Fig. 1: run 1, cell classes on the final placement
Scale bar: 50 µm.
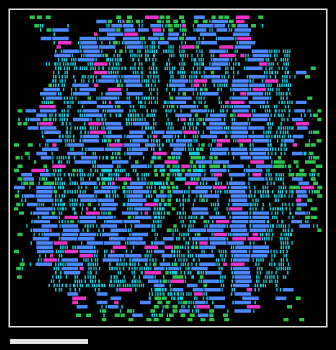
Fig. 2: run 1, where the registers sit
Scale bar: 50 µm.
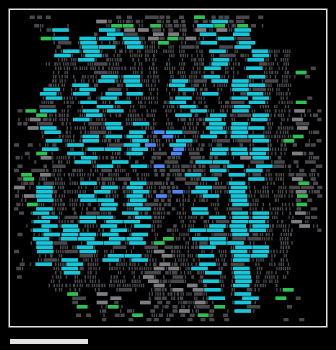
Fig. 3: run 1, logic cells by family
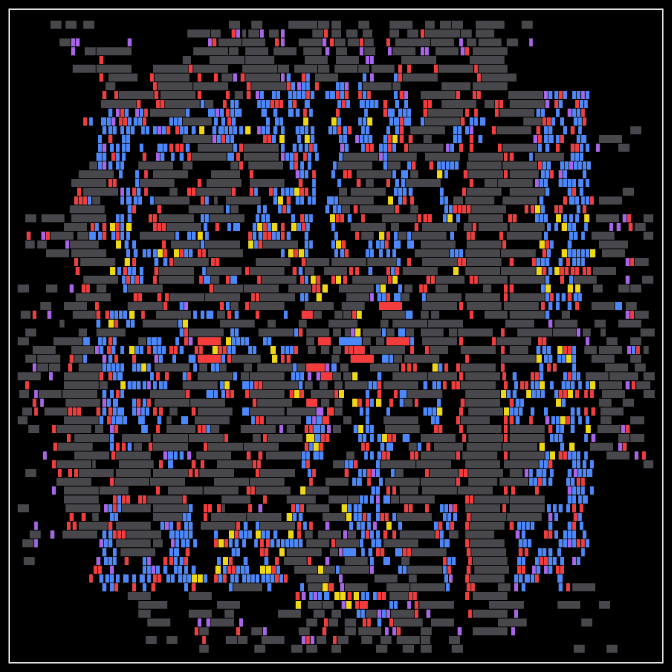
### src/rtl/wb_matrix_regs.sv
`default_nettype none
// ============================================================================
// Module   : wb_matrix_regs
// Purpose  : Wishbone B4 pipelined row registers for an LED matrix, with commit
//            FSM; WB_MATRIX_REGS_SHADOW_EN adds a tear-free display buffer.
// Revision : 1.0 - initial release
// ============================================================================
module wb_matrix_regs #(
    parameter int WB_DATA_WIDTH = 32,
    parameter int REG_COUNT     = 8,
    parameter int WB_ADDR_WIDTH = $clog2(REG_COUNT),
    parameter int WB_SEL_WIDTH  = WB_DATA_WIDTH / 8
) (
    input  logic                     clk,
    input  logic                     reset,
    input  logic                     i_wb_cyc,
    input  logic                     i_wb_stb,
    input  logic                     i_wb_we,
    input  logic [WB_ADDR_WIDTH-1:0] i_wb_addr,
    input  logic [WB_SEL_WIDTH-1:0]  i_wb_sel,
    input  logic [WB_DATA_WIDTH-1:0] i_wb_wdata,
    output logic                     o_wb_ack,
    output logic                     o_wb_stall,
    output logic [WB_DATA_WIDTH-1:0] o_wb_rdata,
    input  logic [WB_ADDR_WIDTH-1:0] i_scan_row,
    output logic [WB_DATA_WIDTH-1:0] o_scan_data,
    input  logic                     i_frame_start,
    output logic [REG_COUNT-1:0]     o_dirty,
    output logic [7:0]               o_commit_count
);

    localparam logic [31:0] c_reg_count = REG_COUNT;

    typedef enum logic [0:0] {
        IDLE   = 1'b0,
        COMMIT = 1'b1
    } state_t;

    state_t r_state;
    state_t w_state_next;
    logic   w_commit;

    logic [WB_DATA_WIDTH-1:0] r_back [REG_COUNT];
    logic [WB_DATA_WIDTH-1:0] r_rdata;
    logic [WB_DATA_WIDTH-1:0] r_scan_data;
    logic [WB_DATA_WIDTH-1:0] w_scan_row_data;
    logic [REG_COUNT-1:0]     r_dirty;
    logic [7:0]               r_commit_count;
    logic                     r_ack_pending;
    logic                     w_beat;
    logic                     w_wr_beat;
    logic                     w_rd_beat;
    logic                     w_addr_ok;
    logic                     w_scan_ok;

    // ---------------- commit state machine ----------------
    always_ff @(posedge clk) begin
        if (reset) begin
            r_state <= IDLE;
        end else begin
            r_state <= w_state_next;
        end
    end

    always_comb begin
        w_state_next = r_state;
        w_commit     = 1'b0;
        case (r_state)
            IDLE: begin
                if (i_frame_start && r_dirty[REG_COUNT-1]) begin
                    w_state_next = COMMIT;
                end
            end
            COMMIT: begin
                w_commit     = 1'b1;
                w_state_next = IDLE;
            end
            default: w_state_next = IDLE;
        endcase
    end

    assign o_wb_stall = w_commit;

    // ---------------- bus side ----------------
    assign w_beat    = i_wb_cyc && i_wb_stb && !o_wb_stall;
    assign w_wr_beat = w_beat && i_wb_we;
    assign w_rd_beat = w_beat && !i_wb_we;
    assign w_addr_ok = 32'(i_wb_addr) < c_reg_count;
    assign w_scan_ok = 32'(i_scan_row) < c_reg_count;

    always_ff @(posedge clk) begin
        if (reset) begin
            for (int r = 0; r < REG_COUNT; r++) begin
                r_back[r] <= '0;
            end
        end else if (w_wr_beat && w_addr_ok) begin
            for (int b = 0; b < WB_SEL_WIDTH; b++) begin
                if (i_wb_sel[b]) begin
                    r_back[i_wb_addr][b*8 +: 8] <= i_wb_wdata[b*8 +: 8];
                end
            end
        end
    end

    // The ack is gated by the live cyc so an abandoned cycle sees no response,
    // while the write itself has already landed.
    always_ff @(posedge clk) begin
        if (reset) begin
            r_ack_pending <= 1'b0;
            r_rdata       <= '0;
        end else begin
            r_ack_pending <= w_beat;
            r_rdata       <= (w_rd_beat && w_addr_ok) ? r_back[i_wb_addr] : '0;
        end
    end

    assign o_wb_ack   = r_ack_pending && i_wb_cyc;
    assign o_wb_rdata = o_wb_ack ? r_rdata : '0;

    always_ff @(posedge clk) begin
        if (reset) begin
            r_dirty        <= '0;
            r_commit_count <= 8'd0;
        end else if (w_commit) begin
            r_dirty        <= '0;
            r_commit_count <= r_commit_count + 8'd1;
        end else if (w_wr_beat && w_addr_ok) begin
            r_dirty[i_wb_addr] <= 1'b1;
        end
    end

    assign o_dirty        = r_dirty;
    assign o_commit_count = r_commit_count;

    // ---------------- scan side ----------------
`ifdef WB_MATRIX_REGS_SHADOW_EN
    logic [WB_DATA_WIDTH-1:0] r_disp [REG_COUNT];

    always_ff @(posedge clk) begin
        if (reset) begin
            for (int r = 0; r < REG_COUNT; r++) begin
                r_disp[r] <= '0;
            end
        end else if (w_commit) begin
            for (int r = 0; r < REG_COUNT; r++) begin
                r_disp[r] <= r_back[r];
            end
        end
    end

    assign w_scan_row_data = w_scan_ok ? r_disp[i_scan_row] : '0;
`else
    assign w_scan_row_data = w_scan_ok ? r_back[i_scan_row] : '0;
`endif

    always_ff @(posedge clk) begin
        if (reset) begin
            r_scan_data <= '0;
        end else begin
            r_scan_data <= w_scan_row_data;
        end
    end

    assign o_scan_data = r_scan_data;

endmodule
`default_nettype wire

### config.mk
export PLATFORM = sky130hd
export DESIGN_NAME = wb_matrix_regs
export DESIGN_NICKNAME = d
export VERILOG_FILES = /design/src/rtl/wb_matrix_regs.sv
export SDC_FILE = /design/constraint.sdc
export NUM_CORES = 1
export LEC_CHECK = 0
export ABC_AREA = 1
export CAP_MARGIN = 40
export CORE_MARGIN = 2
export CORE_UTILIZATION = 44
export CTS_CLUSTER_DIAMETER = 40
export CTS_CLUSTER_SIZE = 24
export DETAILED_ROUTE_END_ITERATION = 12
export PLACE_DENSITY = 0.66
export SYNTH_ARGS = -nofsm -noshare
export SYNTH_HDL_FRONTEND = slang
export SYNTH_SLANG_ARGS = --single-unit
### constraint.sdc
create_clock -name clk -period 2.3 [get_ports clk]
set_input_delay 0.345 -clock clk [delete_from_list [all_inputs] [get_ports clk]]
set_output_delay 0.345 -clock clk [all_outputs]
set_load 0.02 [all_outputs]
==> run summary, run 1 <==
The synthesis and place-and-route flow finished, so here is a summary.

The detailed router used layers up to and including met4. For met2 alone, demand over resource in global routing was roughly two fifths. After synthesis, the share of flip-flops with an asynchronous set or reset is 0%. The number of rows in the core area came out at approximately 72. The relative slew slack is 41.7%. The placeable core region came out at 0.0386 mm². The cell-mix breakdown from Yosys lists the simple-gate area share as 36.3%. The share of the cycle needed by the critical path after routing is 89.9%. For this design, the sink count on the clock tree is around 340.

The number of setup buffers added after CTS came out at 0. The violation count after the first detailed-routing iteration came out at 1314. Synthesis inferred 338 register bits. The worst hold path depth is 3. The number of sequential storage elements is roughly 340.

After detailed routing, the number of vias per cell comes to between 5 and 6. The clock root buffer is sky130_fd_sc_hd__clkbuf_16. The aggregate global-route resource usage came out at between 20% and 30%. The H-tree was split into 2 levels. The number of nets with antenna violations after detailed routing is 0. The first-pass GRT wire length is 78.4 mm. The starting density of the core came out at between 40% and 50%. In the log, the iteration count for the first detailed-route pass is 5. The post-cts resize count is 26. Per STA, the highest per-stage delay on the worst path measures 0.62 ns. The flow ran to the end, and the final reports show no timing, DRC or antenna violations. The multi-input gate area in the final layout is 0.00682 mm². After detailed routing, the number of remaining DRC violations is 0. The synthesized-area fraction occupied by ao, oa, aoi and oai cells is 3.24%.

The last weighted congestion value of the routability-driven placer came out at 0.830. The count of warning messages emitted by the tools came out at 26. The critical path in this run is classified as reg2out. The minimum period implied by the final worst setup slack came out at 2.07 ns. The die is 202 µm tall.

For the worst-skew pair, the clock arrives at the later sink with an insertion delay of between 0.5 and 0.6 ns. The mean post-synth cell area came out at approximately 7.5 µm². The post-route met1 wirelength is 20.8 mm.

The number of flops mapped to enable cells by yosys came out at approximately 260. In this run the most used layer during global routing was met2. The maximum achievable frequency is 484 MHz. The via count of the routed design is 15400.

The share of the synthesized netlist area taken by xor and xnor gates is 0%.
-- Fig. 1 (at the start) --
class	colour	cells	share of their area
remaining buffers and delay cells	green	216	9.8%
clock drivers and dummy loads	magenta	92	8.7%
sequential cells	blue	338	45%
combinational and other logic	cyan	1850	36%
Core Util, Final: 54.8%
design area: 0.0212 mm²

-- Fig. 2 (at the start) --
name in the netlist	colour	sequential cells	where
`o_scan_data`	green	32	spread over the die
`o_dirty`	blue	8	centre
`r_back`	cyan	256	spread over the die
not coloured	42
Power Sequential: 0.00682 W
flip-flop and latch area: 0.00933 mm²

-- Fig. 3 (at the start) --
family	colour	cells	most used
inv cells	purple	152	inv_1
aoi and oai cells	yellow	111	o21ai_0
nor cells	red	644	nor2_1
nand cells	blue	942	nand2_1
proportion of cell area occupied by multi-input gates: 32.2%
Final Instance Count excl. Fillers: 3014
most numerous logic cell after layout: sky130_fd_sc_hd__nand2_1

[run 1: where the power goes]
group          internal (W)  total, W  switching (W)  leakage [nW]
sequential          0.00672   0.00682      0.0000959          3.42
combinational      0.000465   0.00146       0.000996          5.63
clock               0.00472   0.00793        0.00321         0.862
total                0.0119    0.0162        0.00431          9.92
[run 1: worst paths after layout]
kind                                  startpoint                        endpoint  slack, ns
setup / recovery              r_state$_SDFF_PP0_                      o_wb_stall       0.23
hold / removal                     i_frame_start              r_state$_SDFF_PP0_       0.30
setup reg to reg              r_state$_SDFF_PP0_      r_back[6][2]$_SDFFCE_PN0P_       0.62
hold reg to reg   o_commit_count[4]$_SDFFE_PP0P_  o_commit_count[4]$_SDFFE_PP0P_       0.51
Fig. 4: run 1, routed clock nets over the placement
Scale bar: 50 µm.
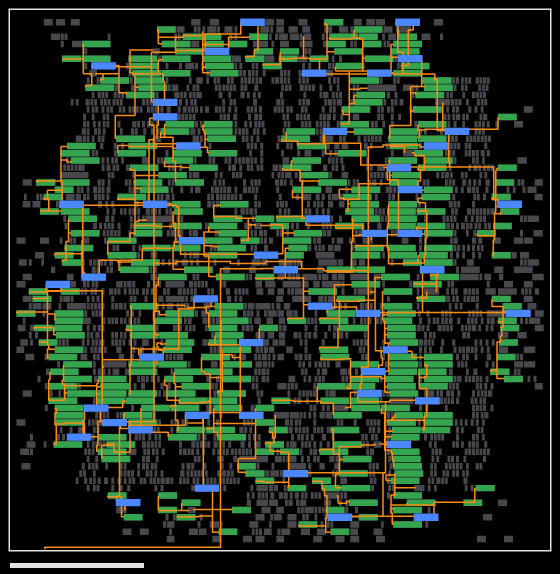

==> run 1 -> run 2 <==
--- a/config.mk
+++ b/config.mk
@@ -7,12 +7,15 @@
 export LEC_CHECK = 0
 export ABC_AREA = 1
 export CAP_MARGIN = 40
+export CORE_ASPECT_RATIO = 1.2
 export CORE_MARGIN = 2
 export CORE_UTILIZATION = 44
 export CTS_CLUSTER_DIAMETER = 40
 export CTS_CLUSTER_SIZE = 24
 export DETAILED_ROUTE_END_ITERATION = 12
-export PLACE_DENSITY = 0.66
+export DONT_BUFFER_PORTS = 1
+export PLACE_DENSITY = 0.62
+export SLEW_MARGIN = 25
 export SYNTH_ARGS = -nofsm -noshare
 export SYNTH_HDL_FRONTEND = slang
 export SYNTH_SLANG_ARGS = --single-unit
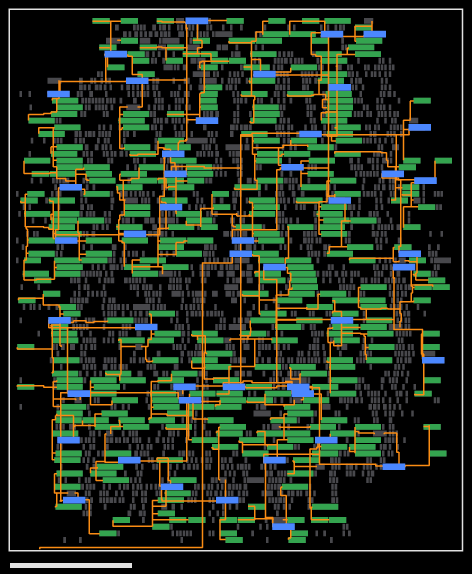
Fig. 5. Routed clock nets over the placement (run 2).
Scale bar: 50 µm.
[flip-flops] green | count: 338
[clock drivers] blue | count: 45
[clock wires] orange | length: 4430 µm
routed clock nets	46
flops lie	spread over the die
insertion delay to the later sink of the worst-skew pair: 0.57 ns
share of power burned in the clock network: 47.4%
post-route clock skew: 0.0227 ns
Clk power: 0.00713 W

==> run 2 against run 1 <==
Effect of this change: critical path depth up 5; sequential power grew 0.9%; worst hold slack worse by 0.29 ns; critical endpoint is now r_back[7][11]$_SDFFCE_PN0P_; sequential cell count unchanged; global-route usage grew 0.27 points; synthesized cell count did not move.
==> run summary, run 2 <==
The synthesis and place-and-route flow finished, so here is a summary.

The clock tree buffer depth is 3. The vertical die dimension came out at 221 µm. The worst hold path depth came out at 2. Global routing consumed, over all layers together, around a quarter of the routing resources. Among logic cells in the layout, the one with the most instances is sky130_fd_sc_hd__nand2_1. The total CTS buffers came out at 45. The endpoint identified for the worst register-to-register timing path is r_back[7][11]$_SDFFCE_PN0P_. The power of the combinational group came out at 0.00103 W. The flow ran to the end, and the final reports show no timing, DRC or antenna violations. The minimum period implied by the final worst setup slack is ~2 ns. The switching fraction of total power came out at 26.9%. The clock-pin slew reported for the worst setup and hold paths after clock tree synthesis is 0.07 ns. The share of the synthesized netlist area taken by xor and xnor gates is 0%.

The first-pass iteration count of the detailed router is 5. Dividing total power by cell area gives a power density of around 800 mW/mm². The number of rows in the core area is slightly below 80.

The flop-to-flop setup slack came out at 0.33 ns. On met3, the global router reports a usage of 3.65%. Of all cell types, the one taking the most synthesized area is sky130_fd_sc_hd__edfxtp_1. Sequential cells were found to cover 54.2% of the synthesized design area. The relative slew slack came out at 42.8%. The signed area change from the synthesized netlist to the final layout is 11.6%. The synthesized net count is ~2300. In this run, the number of DRC markers left after iteration 0 of detailed routing was between 1000 and 1500. The starting density of the core came out at 44.5%.

The simple-gate share of the synthesized area is 36.3%. The path with the worst hold slack has its endpoint at o_scan_data[20]$_SDFF_PP0_. The number of nets with antenna violations after detailed routing is 0. The final layout report lists a filler cell count of 3717. The post-route met1 wirelength is about 20 mm. Combinational cells account for 6.8% of the total power. The count of warning messages emitted by the tools is 32.

The flip-flop count of the largest register after layout came out at 256. The mean post-synth cell area came out at around 7.5 µm². The first-pass GRT wire length is 77.5 mm. The part of the power in registers is 45.7%. TritonCTS built the clock tree. The count of hold-fix buffers inserted at cts is 6. The cell internal power dissipation came out at about 0.011 W.

Per the detail_route log, the uppermost layer with routed signals is met4. The number of sinks driven by the clock tree is 338. The remaining design rule violation count is 0. Yosys instantiated no cell more often than sky130_fd_sc_hd__nand2_1. OpenSTA lists the critical path endpoint as r_back[7][11]$_SDFFCE_PN0P_. The static leakage power is 8.77 nW. The largest single stage delay on the critical path is 0.35 ns. By startpoint and endpoint, the worst setup path is classified as reg2reg. Per the power-grid run, VDD falls by no more than 680 µV. After clock tree synthesis, the setup repair step added 0 buffers. The share of flip-flops with an asynchronous set or reset came out at 0%. Yosys reported a register bit count of 338. The critical register-to-register path startpoint is r_state$_SDFF_PP0_. The routed wire length is 50.4 mm. After clock tree synthesis, the repair step resized 0 gates.

After layout, the worst path uses a little under nine tenths of the clock period. The clock root buffer is sky130_fd_sc_hd__clkbuf_16. The average vias per placed instance is 5.14.

The depth of the CTS H-tree is 2. The maximum achievable frequency came out at 507 MHz. The multiplexer area fraction after synthesis is 0%. The worst setup path startpoint is r_state$_SDFF_PP0_.

The power after layout is 0.0150 W. The synthesized netlist devotes 3.24% of its cell area to compound gates. The number of flops mapped to enable cells by yosys is 256. The placeable core region came out at 0.0386 mm². Dividing the detail-routed wire length by the instance count gives 17.8 µm. Summed over all sequential cells, the power is 0.00688 W. The hold path startpoint is i_scan_row[2]. The post-synthesis adder-cell area fraction came out at 0.0727%.

Per the gpl log, the routability congestion estimate is around 0.85. The post-route worst setup slack is 0.329 ns. The dominant delay contributor by cell family on the critical path is simple AND/OR/NAND/NOR gates. The met2 layer usage reported by global route is 42.2%. The net switching power came out at 0.00404 W.

The final-stage net count came out at 2310. The via count of the routed design came out at 14500. In the power breakdown, the biggest contributor is clock.
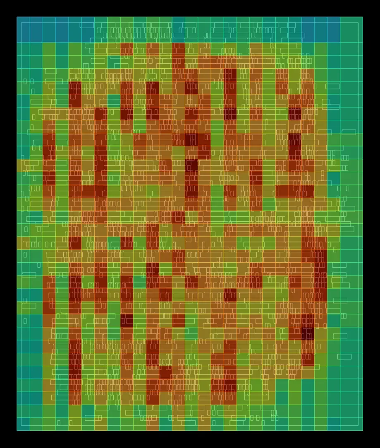
Fig. 6. Routing congestion (run 2).
GR met1 Demand/Resource: 31.5%
busiest metal layer after global routing: met2

==> run 2: final cells by class <==
type / count / area, µm² / share of cell area, %
clock buffers: 50 / 1190 / 6.18
well taps: 526 / 658 / 3.43
inverters: 152 / 573 / 2.98
diodes: 1 / 2.50 / 0.0130
repair buffers: 26 / 255 / 1.33
multi-input cells: 1698 / 6820 / 35.5
clock inverters: 34 / 385 / 2.01
flip-flops and latches: 338 / 9330 / 48.6
==> run 2: stage by stage <==
stage               util, %  instances  hold WS, ns  area, µm²
finish                 49.7       2825       0.0126      19200
global placement       45.4       2734        0.429      17600
CTS                    49.7       2824    0.0000944      19200
global route           49.7       2824      0.00680      19200
detailed placement     45.4       2734        0.432      17600
floorplan                 -       2299        0.424      17200
No activity file was given, so power comes from the tool's default toggle rates.
